`src/rtl/axis_spm_scan_raster.sv`:
```
// Forward/backward raster scan generator feeding the SPM control stage xs/ys inputs.
// Optional SCAN_PAUSE_EN adds a pause input that freezes the scan in place.
module axis_spm_scan_raster #(
    parameter int WIDTH = 32,
    parameter int NBITS = 16,
    parameter int DBITS = 16
) (
    input  logic             a_clk,
    input  logic             reset,
    input  logic             start,
    input  logic             stop,
`ifdef SCAN_PAUSE_EN
    input  logic             pause,
`endif
    input  logic [NBITS-1:0] nx,
    input  logic [NBITS-1:0] ny,
    input  logic [WIDTH-1:0] dx,
    input  logic [WIDTH-1:0] dy,
    input  logic [WIDTH-1:0] x_start,
    input  logic [WIDTH-1:0] y_start,
    input  logic [DBITS-1:0] dwell,
    output logic [WIDTH-1:0] xs,
    output logic [WIDTH-1:0] ys,
    output logic             point_strobe,
    output logic             dir,
    output logic [NBITS-1:0] line_idx,
    output logic             busy,
    output logic             done
);

    typedef enum logic [2:0] {IDLE, FWD, BWD, YSTEP, FIN} state_t;

    localparam logic signed [WIDTH:0] MAXV = {2'b00, {(WIDTH-1){1'b1}}};
    localparam logic signed [WIDTH:0] MINV = {2'b11, {(WIDTH-2){1'b0}}, 1'b1};

    state_t           state, next_state;
    logic             start_q;
    logic [NBITS-1:0] nx_r, ny_r, point;
    logic [WIDTH-1:0] dx_r, dy_r;
    logic [DBITS-1:0] dwell_r, dcnt;
    logic             start_edge, hold, last_dwell, last_point, last_line;
    logic signed [WIDTH:0] x_inc, x_dec, y_inc;

    // Symmetric saturation keeps the scan from ever folding to the opposite edge.
    function automatic logic [WIDTH-1:0] sat(input logic signed [WIDTH:0] s);
        if (s > MAXV)
            return MAXV[WIDTH-1:0];
        else if (s < MINV)
            return MINV[WIDTH-1:0];
        else
            return s[WIDTH-1:0];
    endfunction

    assign start_edge = start & ~start_q;
    assign last_dwell = (dcnt == dwell_r);
    assign last_point = (point == nx_r - NBITS'(1));
    assign last_line  = (line_idx == ny_r - NBITS'(1));
    assign x_inc = $signed({xs[WIDTH-1], xs}) + $signed({dx_r[WIDTH-1], dx_r});
    assign x_dec = $signed({xs[WIDTH-1], xs}) - $signed({dx_r[WIDTH-1], dx_r});
    assign y_inc = $signed({ys[WIDTH-1], ys}) + $signed({dy_r[WIDTH-1], dy_r});

`ifdef SCAN_PAUSE_EN
    assign hold = pause & ((state == FWD) | (state == BWD) | (state == YSTEP));
`else
    assign hold = 1'b0;
`endif

    always_comb begin
        next_state   = state;
        busy         = (state != IDLE);
        done         = (state == FIN);
        dir          = (state == BWD);
        point_strobe = ((state == FWD) | (state == BWD)) & last_dwell & ~stop & ~hold;
        case (state)
            IDLE:  if (start_edge && !stop)
                       next_state = (nx == '0 || ny == '0) ? FIN : FWD;
            FWD:   if (stop) next_state = FIN;
                   else if (!hold && last_dwell && last_point) next_state = BWD;
            BWD:   if (stop) next_state = FIN;
                   else if (!hold && last_dwell && last_point) next_state = YSTEP;
            YSTEP: if (stop) next_state = FIN;
                   else if (!hold && last_dwell) next_state = last_line ? FIN : FWD;
            FIN:   next_state = IDLE;
            default: next_state = IDLE;
        endcase
    end

    always_ff @(posedge a_clk) begin
        if (reset) begin
            state    <= IDLE;
            start_q  <= 1'b0;
            xs       <= '0;
            ys       <= '0;
            point    <= '0;
            line_idx <= '0;
            dcnt     <= '0;
            nx_r     <= '0;
            ny_r     <= '0;
            dx_r     <= '0;
            dy_r     <= '0;
            dwell_r  <= '0;
        end else begin
            state   <= next_state;
            start_q <= start;
            case (state)
                IDLE: if (start_edge && !stop) begin
                    nx_r    <= nx;
                    ny_r    <= ny;
                    dx_r    <= dx;
                    dy_r    <= dy;
                    dwell_r <= dwell;
                    if (nx != '0 && ny != '0) begin
                        xs       <= x_start;
                        ys       <= y_start;
                        point    <= '0;
                        line_idx <= '0;
                        dcnt     <= '0;
                    end
                end
                FWD, BWD: if (!stop && !hold) begin
                    if (last_dwell) begin
                        dcnt <= '0;
                        // The last forward point is revisited as the first backward point.
                        if (last_point)
                            point <= '0;
                        else begin
                            point <= point + NBITS'(1);
                            xs    <= (state == FWD) ? sat(x_inc) : sat(x_dec);
                        end
                    end else
                        dcnt <= dcnt + DBITS'(1);
                end
                YSTEP: if (!stop && !hold) begin
                    if (last_dwell) begin
                        dcnt <= '0;
                        if (!last_line) begin
                            ys       <= sat(y_inc);
                            line_idx <= line_idx + NBITS'(1);
                        end
                    end else
                        dcnt <= dcnt + DBITS'(1);
                end
                default: ;
            endcase
        end
    end

endmodule

```
`config.mk`:
```
export PLATFORM = sky130hd
export DESIGN_NAME = axis_spm_scan_raster
export DESIGN_NICKNAME = d
export VERILOG_FILES = /design/src/rtl/axis_spm_scan_raster.sv
export SDC_FILE = /design/constraint.sdc
export NUM_CORES = 1
export LEC_CHECK = 0
export CORE_MARGIN = 4
export CORE_UTILIZATION = 50
export CTS_CLUSTER_SIZE = 10
export DETAILED_ROUTE_END_ITERATION = 10
export PLACE_DENSITY = 0.74
export SLEW_MARGIN = 30
export SYNTH_ARGS = -nofsm -noshare
export SYNTH_HDL_FRONTEND = slang
export SYNTH_SLANG_ARGS = --single-unit
export TNS_END_PERCENT = 50
```
`constraint.sdc`:
```
create_clock -name a_clk -period 9.3 [get_ports a_clk]
set_input_delay 0.93 -clock a_clk [delete_from_list [all_inputs] [get_ports a_clk]]
set_output_delay 0.93 -clock a_clk [all_outputs]
set_load 0.03 [all_outputs]
```
Fig. 1: wires at chosen ports, followed through buffers
Drawn at 2 px/um.
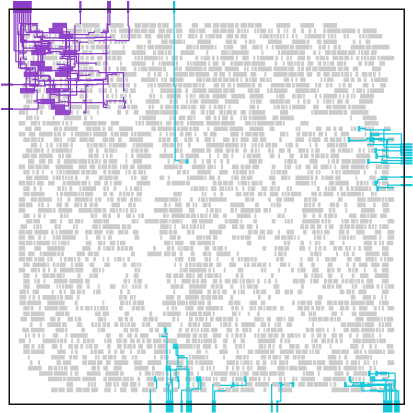
port	colour	bits	direction	end cells	buffers	wire
`line_idx`	purple	16	output	16	16	1290 um
`dx`	cyan	32	input	32	32	817 um
port bufs: 263
io pins: 264

Fig. 2: M2 wires
Drawn at 2 px/um.
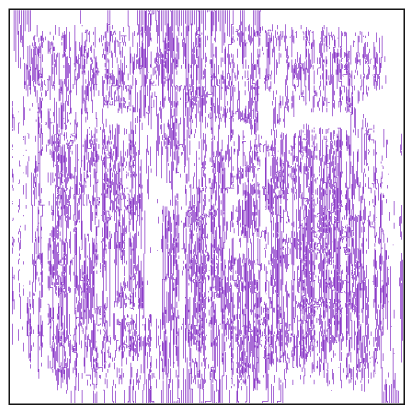
longest straight run	74.8 um
main direction	vertical
share of all routed wire	46%
grt met2 use: 49.9%
routed vias: 19467
final wirelength: 63400 um

Fig. 3: clock network drawn from the DEF
Drawn at 1.5 px/um.
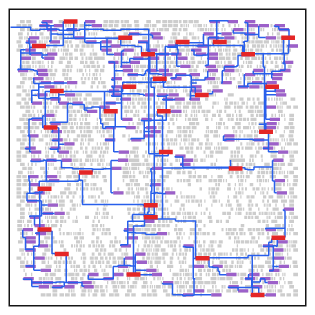
[cells driving clock nets] red | count: 29
[flip-flops] purple | count: 228
[clock wires] blue | length: 3500 um
flops lie	spread over the die
clock power share: 23.2%
clk_skew: 0.0256 ns
Latency at later pin: 0.59 ns
Clk power: 1.12 mW

Fig. 4: placement view
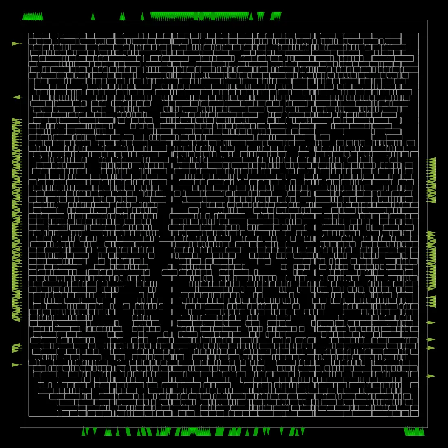
filler cell count: 3224
Placeable Area: 34800 um2

==> reports/metrics.cfg <==
[status]
status = finished clean

[placement]
preCtsSetupSlack_ns = 3.78

[drt]
route.detailed.drc = 0
drt_iter0_markers = 1762

[pwr]
comb_power_share_pct = 52.6
p_switching_mw = 2.18

[logic_synthesis]
yosys_warnings = 0
yosys_area_um2 = 17800
postSynthSeqShare_pct = 25.6
synth_area_per_cell_um2 = 7.16

[timing]
setup_slack_ns = 4.09
tns_ns = 0
hold_slack_ns = 0.463

[grt]
busiest_layer = met2
grt_usage_pct = 30.7
grt_use_met3_pct = 5.20
antenna_found_initial = 2
grt_max_degree = 94
grt.overflow.total = 0

[worst_setup_path]
r2r.worst_path.cells = 15
setup.worst_path.class = flip-flop to flip-flop
timing.rr.start = xs[0]
r2r_slack_ns = 4.09

[clock_network]
cts_root_buffer = clkbuf_16
clk_pin_slew_ns = 0.05
cts_tree = built

[final_layout]
inv_count = 92
final_nets = 2940

## sequential cells by signal (all words and copies together) (netlist names)
signal	flops
state	3
start_q	1
ny_r	16
xs	32
point	16
dy_r	32
nx_r	16
dwell_r	16
ys	32
dx_r	32
dcnt	16
line_idx	16
## synthesized netlist by cell type, drive strengths merged (14+ instances only)
cell type  instances  area share, %
nand4             37            1.3
a21boi            14           0.65
o21bai            14           0.59
a31oi             22           0.77
or3               31            1.1
nor3              47            1.3
nor2             236            5.0
xor2              50            2.5
xnor2            104            5.1
a311oi            38            2.0
nor2b             22           0.77
or4               21           0.91
a21oi            242            6.8
inv               91            1.9
ha               101            7.1
and2              19           0.68
nand2            425            9.0
buf               29           0.87
nand3             60            1.7
o21ai            142            4.0
a211oi            33            1.6
o21a              17           0.72
and3              17           0.60
o31ai             20           0.87
a21o              35            1.5
nor4              36            1.4
clkbuf           112            2.4
o211ai            29            1.2
nand2b            34            1.2
dfxtp            228             26
## placed cells by master (no fill, tap or decap), types with 25 or more instances in the layout
cell	instances
a21oi_1	242
a211oi_1	25
nand4_1	37
nand2_1	424
a311oi_1	35
a21o_1	35
clkdlybuf4s50_1	262
xnor2_1	104
o21ai_0	124
inv_1	90
nor2_1	235
or3_1	30
nand3_1	60
clkbuf_16	29
o211ai_1	29
nor4_1	33
nand2b_1	34
ha_1	101
xor2_1	50
dfxtp_1	228
nor3_1	47
## critical path, cell delays in order, from the launching register on
cell and delay [ns]:
dfxtp_1 0.41, inv_1 0.07, ha_1 0.23, fa_1 0.44
nand2b_1 0.23, a21oi_1 0.42, nor2_1 0.12, xnor2_1 0.16
or4_1 0.48, a2111oi_1 0.58, nand4_1 0.26, and4bb_2 0.45
o21ai_2 0.28, buf_4 0.30, a2111oi_0 0.45, o32ai_1 0.17
Power and IR drop assume default switching activity.
